--- src/rtl/semaforo_multi.sv ---
// Round-robin traffic-light controller for N_VIAS approaches plus a pedestrian phase.
// All outputs come straight from flops loaded with the next-state decode.
module semaforo_multi #(
  parameter int unsigned N_VIAS      = 2,
  parameter int unsigned T_VERDE     = 8,
  parameter int unsigned T_AMARELO   = 3,
  parameter int unsigned T_VERMELHO  = 2,
  parameter int unsigned T_VERDE_MIN = 2,
  parameter int unsigned T_PED       = 6
) (
  input  logic                  clk,
  input  logic                  rst,
  input  logic                  bt,
  output logic [3*N_VIAS-1:0]   luzes,
  output logic                  ped_verde,
  output logic                  pedido,
  output logic [2:0]            via_ativa
);

  typedef enum logic [1:0] {VERDE, AMARELO, VERMELHO, PED} estado_t;

  localparam logic [7:0] T_V1    = 8'(T_VERDE - 1);
  localparam logic [7:0] T_A1    = 8'(T_AMARELO - 1);
  localparam logic [7:0] T_R1    = 8'(T_VERMELHO - 1);
  localparam logic [7:0] T_VMIN1 = 8'(T_VERDE_MIN - 1);
  localparam logic [7:0] T_P1    = 8'(T_PED - 1);
  localparam logic [2:0] VIA_MAX = 3'(N_VIAS - 1);
  localparam logic [3*N_VIAS-1:0] LUZES_RST = {{(N_VIAS-1){3'b100}}, 3'b001};

  estado_t             estado_q, estado_d;
  logic [7:0]          cnt_q, cnt_d;
  logic [2:0]          via_q, via_d, via_prox;
  logic                pedido_q, pedido_d;
  logic                ped_verde_q, ped_verde_d;
  logic [3*N_VIAS-1:0] luzes_q, luzes_d;
  logic                verde_d, amarelo_d;

  assign via_prox = (via_q == VIA_MAX) ? 3'd0 : via_q + 3'd1;

  always_comb begin
    estado_d = estado_q;
    via_d    = via_q;
    pedido_d = pedido_q;
    cnt_d    = cnt_q + 8'd1;
    case (estado_q)
      VERDE:    if (cnt_q == T_V1 || (pedido_q && cnt_q >= T_VMIN1)) estado_d = AMARELO;
      AMARELO:  if (cnt_q == T_A1) estado_d = VERMELHO;
      VERMELHO: if (cnt_q == T_R1) begin
                  if (pedido_q) estado_d = PED;
                  else begin
                    estado_d = VERDE;
                    via_d    = via_prox;
                  end
                end
      PED:      if (cnt_q == T_P1) begin
                  estado_d = VERDE;
                  via_d    = via_prox;
                end
      default:  estado_d = VERDE;
    endcase
    // every transition changes state, so a state change marks an entry
    if (estado_d != estado_q) cnt_d = 8'd0;
    if (bt && estado_q != PED) pedido_d = 1'b1;
    // entering the walk phase serves the request, even one raised at that very edge
    if (estado_d == PED && estado_q != PED) pedido_d = 1'b0;
    ped_verde_d = (estado_d == PED);
    verde_d     = (estado_d == VERDE);
    amarelo_d   = (estado_d == AMARELO);
  end

  for (genvar i = 0; i < N_VIAS; i++) begin : g_via
    assign luzes_d[3*i +: 3] = (via_d != 3'(i)) ? 3'b100 :
                               verde_d          ? 3'b001 :
                               amarelo_d        ? 3'b010 : 3'b100;
  end

  always_ff @(posedge clk or negedge rst) begin
    if (!rst) begin
      estado_q    <= VERDE;
      cnt_q       <= 8'd0;
      via_q       <= 3'd0;
      pedido_q    <= 1'b0;
      ped_verde_q <= 1'b0;
      luzes_q     <= LUZES_RST;
    end else begin
      estado_q    <= estado_d;
      cnt_q       <= cnt_d;
      via_q       <= via_d;
      pedido_q    <= pedido_d;
      ped_verde_q <= ped_verde_d;
      luzes_q     <= luzes_d;
    end
  end

  assign luzes     = luzes_q;
  assign ped_verde = ped_verde_q;
  assign pedido    = pedido_q;
  assign via_ativa = via_q;

endmodule

--- config.mk ---
export PLATFORM = sky130hd
export DESIGN_NAME = semaforo_multi
export DESIGN_NICKNAME = d
export VERILOG_FILES = /design/src/rtl/semaforo_multi.sv
export SDC_FILE = /design/constraint.sdc
export NUM_CORES = 1
export LEC_CHECK = 0
export CAP_MARGIN = 40
export CORE_MARGIN = 4
export CORE_UTILIZATION = 60
export CTS_CLUSTER_DIAMETER = 50
export DETAILED_ROUTE_END_ITERATION = 8
export DONT_BUFFER_PORTS = 1
export PLACE_DENSITY = 0.76
export SLEW_MARGIN = 20
export SYNTH_ARGS = -nofsm -noshare
export SYNTH_HDL_FRONTEND = slang
export SYNTH_SLANG_ARGS = --single-unit
export TNS_END_PERCENT = 10
--- constraint.sdc ---
create_clock -name clk -period 1.9 [get_ports clk]
set_input_delay 0.19 -clock clk [delete_from_list [all_inputs] [get_ports clk]]
set_output_delay 0.19 -clock clk [all_outputs]
set_load 0.03 [all_outputs]
### Clock wires, drivers and flops, run 1

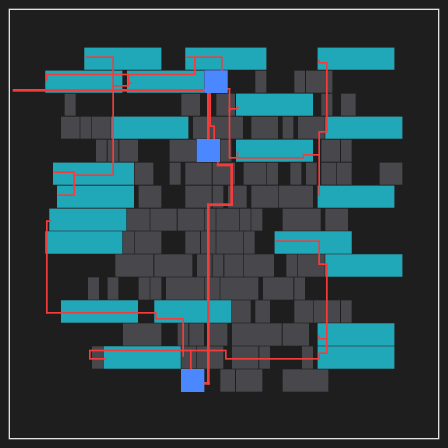
Red stands for clock wires, length 262 um. Blue stands for clock-net drivers, count 3. Cyan stands for flip-flops, count 21.
Position of the flops: all over the die. There are 4 routed clock nets.

### Signal metal coverage by tile, run 1

10 x 10 tiles, from dark blue (low) to red (high), scaled to the fullest tile. Values are wire area over tile area, all layers added.
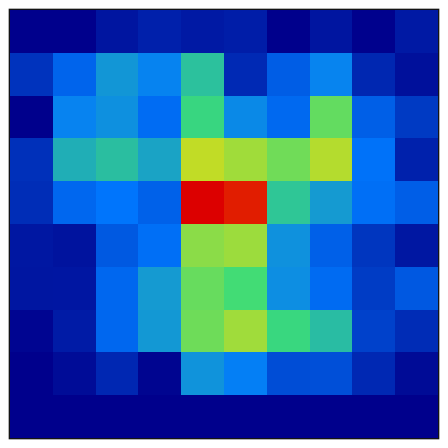
The emptiest ninth of the die: bottom left. The fullest tile reaches 0.61. 18% of the tiles are nearly empty. 13% of the tiles are over half the peak. The densest ninth of the die: middle. The mean over all tiles is 0.13.

### Sequential cells colored by netlist name, run 1

Scale bar: 20 um. Other sequential cells in the stronger gray, the rest of the logic in the fainter gray.
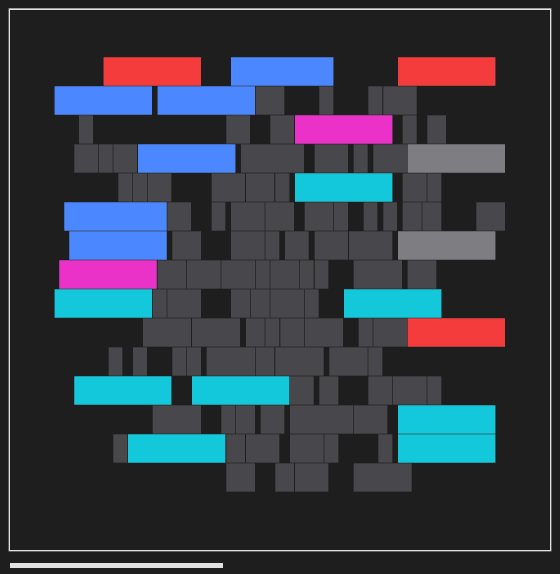
Magenta stands for `estado_q`, flops 2. Red stands for `via_ativa`, flops 3. Cyan stands for `cnt_q`, flops 8. Blue stands for `luzes`, flops 6, where top left.
Another 2 sequential cells are not colored.

### Drive-strength map, run 1

Scale bar: 20 um.
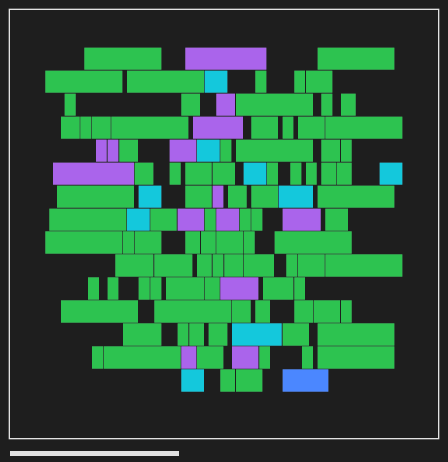
Cyan stands for x3 and x4, cells 9. Purple stands for x2, cells 14. Green stands for x1 and smaller, cells 91. Blue stands for x6 and larger, cells 1.

==> impl_metrics.py, run 1 <==
# Synthesis and PnR figures
metrics = {
    "floorplan": {
        "dieWidth_um": 50.6,
        "die_area_um2": 2560,
        "fp_util_pct": 63.2,
        "pin_count": 14,
        "fp.coreArea_um2": 1730,
    },
    "clock_tree": {
        "post_cts_buffers": 0,
        "cts_tree": "yes",
        "cts.sinks": 21,
        "htree_levels": 1,
        "clockRootBuffer": "clkbuf_4",
    },
    "drt": {
        "routed-via-count": 809,
        "antenna_left": 0,
    },
    "synth": {
        "synthesis.area_um2": 1090,
        "yosys.area_share.adder_pct": 4.59,
        "synthFlopType": "dfrtp_1",
        "area_leaders": "dfrtp_1, dfstp_2, xor2_1",
        "syn_inst": 109,
        "edf_count": 0,
        "ys_chip_area_um2": 1090,
        "yosysTopAreaCell": "dfrtp_1",
    },
    "sta": {
        "timing_hold_violations_final": 0,
        "worst_slack_ns": 0.122,
        "finalMaxSlewViolations": 0,
        "fin_setup_tns_ns": 0,
    },
    "global_routing": {
        "grt_use_total_pct": 18.9,
        "grt_max_degree": 22,
        "antenna_found_initial": 0,
    },
    "finish": {
        "logic_area_um2": 508,
        "drive_above_1_share_pct": 20.9,
        "insertedDiodeCount": 0,
        "nets": 123,
        "stdcell_count": 140,
        "syn_to_final_growth_pct": 8.83,
        "finish.utilization_pct": 68.8,
        "stdcell_area_um2": 1190,
    },
    "power_and_ir_drop": {
        "p_per_area_nw_per_um2": 1650,
        "peakVddDrop_v": 0.000874,
    },
    "worst_setup_path": {
        "path_class": "register to register",
        "start_kind": "register",
        "cp-startpoint": "cnt_q[0]",
        "cp-end-kind": "register",
        "r2r-end": "luzes[1]",
    },
    "flow_run": {
        "warnings": 29,
    },
    "placed_design": {
        "dpl.hpwl_um": 1510,
    },
    "run_status": {
        "status": "completed",
    },
    "worst_hold_path": {
        "min_to": "pedido",
        "hold_path_depth": 2,
    },
}
## run 1: critical path: stages (launching register included)
cell and delay [ns]:
dfrtp_1 0.45, ha_1 0.29, a31o_2 0.24, a211oi_2 0.28, a221o_1 0.23, inv_2 0.06
and3_1 0.14
## run 1: sequential cells by signal, summed over array words and instances, names as in the netlist
name and flops:
ped_verde 1, cnt_q 8, luzes 6, pedido 1, via_ativa 3, estado_q 2
## run 1: report_power, final
part           total (mW)  switching (mW)  internal, mW
registers           0.863           0.263         0.600
logic               0.871           0.522         0.349
clock network       0.223           0.144        0.0788
total                1.96           0.929          1.03
## run 1: cell type report
cell class,instances,share of cell area [%]
Clock buffer,3,1.90
Clock inverter,1,0.421
Inverter,10,3.16
Multi-Input combinational cell,74,42.8
Sequential cell,21,44.5
Tap cell,25,2.63
Timing Repair Buffer,6,4.64
## run 1: logic make-up after synthesis
group                      after synthesis
adders and majority gates                4
AOI/OAI and AO/OA                       19
DFF                                     21
xor gates and xnor gates                 9
buffers and inverters                   14
and+or+nand+nor                         42
## run 1: layer usage
metal	up-vias	GRT usage, %	routed length [um]
met5	-	0	0
met4	0	9.42	36
met3	4	4.45	164
met2	32	29.1	932
met1	387	24.7	952
li1	386	-	-
## run 1: timing repair
action                                  in CTS  in global routing
endpoints found under the hold margin       21                  0
endpoints found under the setup margin       0                  6
hold buffers                                 1                  0
resized                                      0                  2
## run 1: cell usage in the layout, fill, tap and decap left out, types with 2 or more instances in the layout
cell and count:
a41oi_1 2, clkbuf_4 3, dfstp_2 2, nor2_1 13
nand3_1 4, dfrtp_1 19, inv_2 3, a21oi_1 3
xor2_1 5, ha_1 4, a31o_2 2, inv_1 6
nand2_1 9, a211oi_2 2, xnor2_1 3, o22ai_1 2
and3_1 7, buf_4 4
## Run 2: what changed since run 1
- CORE_MARGIN: 4 -> default
- SLEW_MARGIN: 20 -> default
### Clock wires, drivers and flops, run 2

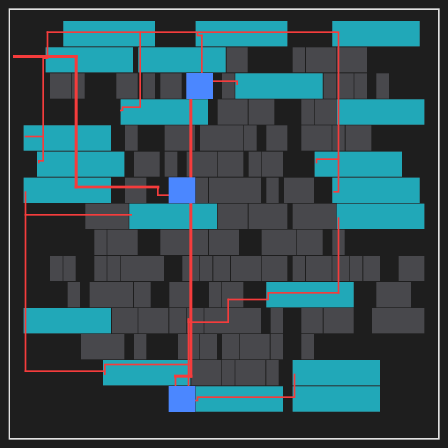
Cyan stands for flip-flops, count 21. Blue stands for clock-net drivers, count 3. Red stands for clock wires, length 248 um.
Position of the flops: all over the die.

==> impl_metrics.py, run 2 <==
# Synthesis and PnR figures
metrics = {
    "finish": {
        "largest_reg_flops": 8,
        "regMostFlops": "cnt_q",
        "stdcell_count": 142,
        "insertedDiodeCount": 0,
        "nets": 125,
        "drive_above_1_share_pct": 22.2,
    },
    "global_routing": {
        "grt_use_total_pct": 23.7,
        "met2_usage_pct": 34.7,
        "grt_max_degree": 22,
    },
    "worst_setup_path": {
        "cp-startpoint": "cnt_q[0]",
        "cp-end-kind": "register",
    },
    "clock_tree": {
        "clockRootBuffer": "clkbuf_4",
        "post_cts_buffers": 0,
        "htree_levels": 1,
        "cts.sinks": 21,
    },
    "sta": {
        "finalMaxSlewViolations": 0,
        "worst_slack_ns": 0.0827,
    },
    "drt": {
        "antenna_left": 0,
    },
    "synth": {
        "synthFlopType": "dfrtp_1",
        "syn_inst": 109,
    },
    "floorplan": {
        "pin_count": 14,
        "dieWidth_um": 44.6,
    },
    "run_status": {
        "status": "completed",
    },
    "worst_hold_path": {
        "hold_path_depth": 2,
    },
    "placed_design": {
        "dpl.hpwl_um": 1440,
    },
}
### Sequential cells colored by netlist name, run 2

Scale bar: 10 um. Other sequential cells in the stronger gray, the rest of the logic in the fainter gray.
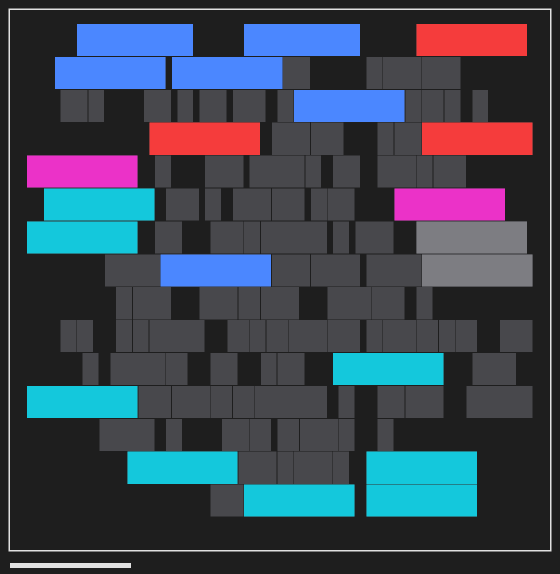
Red stands for `via_ativa`, flops 3. Magenta stands for `estado_q`, flops 2. Cyan stands for `cnt_q`, flops 8. Blue stands for `luzes`, flops 6.

run 2: cell types whose count changed in the layout (fill, tap and decap cells not counted):
cell	change
buf_4	+2
nor4b_1	-1
nor4b_2	+1
xor2_1	+1
xor2_2	-1
run 2: logic make-up after synthesis:
group	count (synthesis)	share of synthesized area, %
xor+xnor	9	7.23
compound gates	19	13.8
flops	21	48.4
fa+ha+maj	4	4.59
simple gates	42	20.2
buf+inv	14	5.85
run 2: cell type report:
type	count	area (um^2)	area share (%)
Clock inverter	1	5.00	0.417
Timing Repair Buffer	8	70.1	5.83
Clock buffer	3	22.5	1.88
Tap cell	25	31.3	2.60
Sequential cell	21	528	44.0
Multi-Input combinational cell	74	507	42.2
Inverter	10	37.5	3.13
run 2: critical path, stage by stage (launching register included):
cell and delay, ns:
dfrtp_1 0.45, ha_1 0.29, a31o_2 0.24, a211oi_2 0.30
a221o_1 0.24, inv_2 0.06, and3_1 0.14
run 2: how the worst max path moves through the flow:
stage                     to  slack, ns  depth (start not counted)
floorplan           luzes[3]       0.14                          6
global placement    luzes[3]       0.15                          6
detailed placement  luzes[3]       0.11                          6
CTS                 luzes[3]       0.08                          6
global route        luzes[4]      0.005                          6
finish              luzes[1]       0.08                          6
run 2: per-layer routing:
layer  share of wire [%]  wire length, um
met5                   0                0
met4                 2.1               43
met1                  47              943
met3                 5.0              101
met2                  46              926
run 2: where the power goes:
group	total, mW	switching [mW]	internal (mW)
sequential	0.842	0.241	0.601
combinational	0.912	0.542	0.370
clock	0.212	0.134	0.0786
run 2: repair_timing:
item	4_1_cts	5_1_grt
resized	0	2
endpoints found under the hold margin	21	0
setup endpoints to repair	0	3
hold buffers	1	0
Power is estimated from default activity; no workload was simulated.
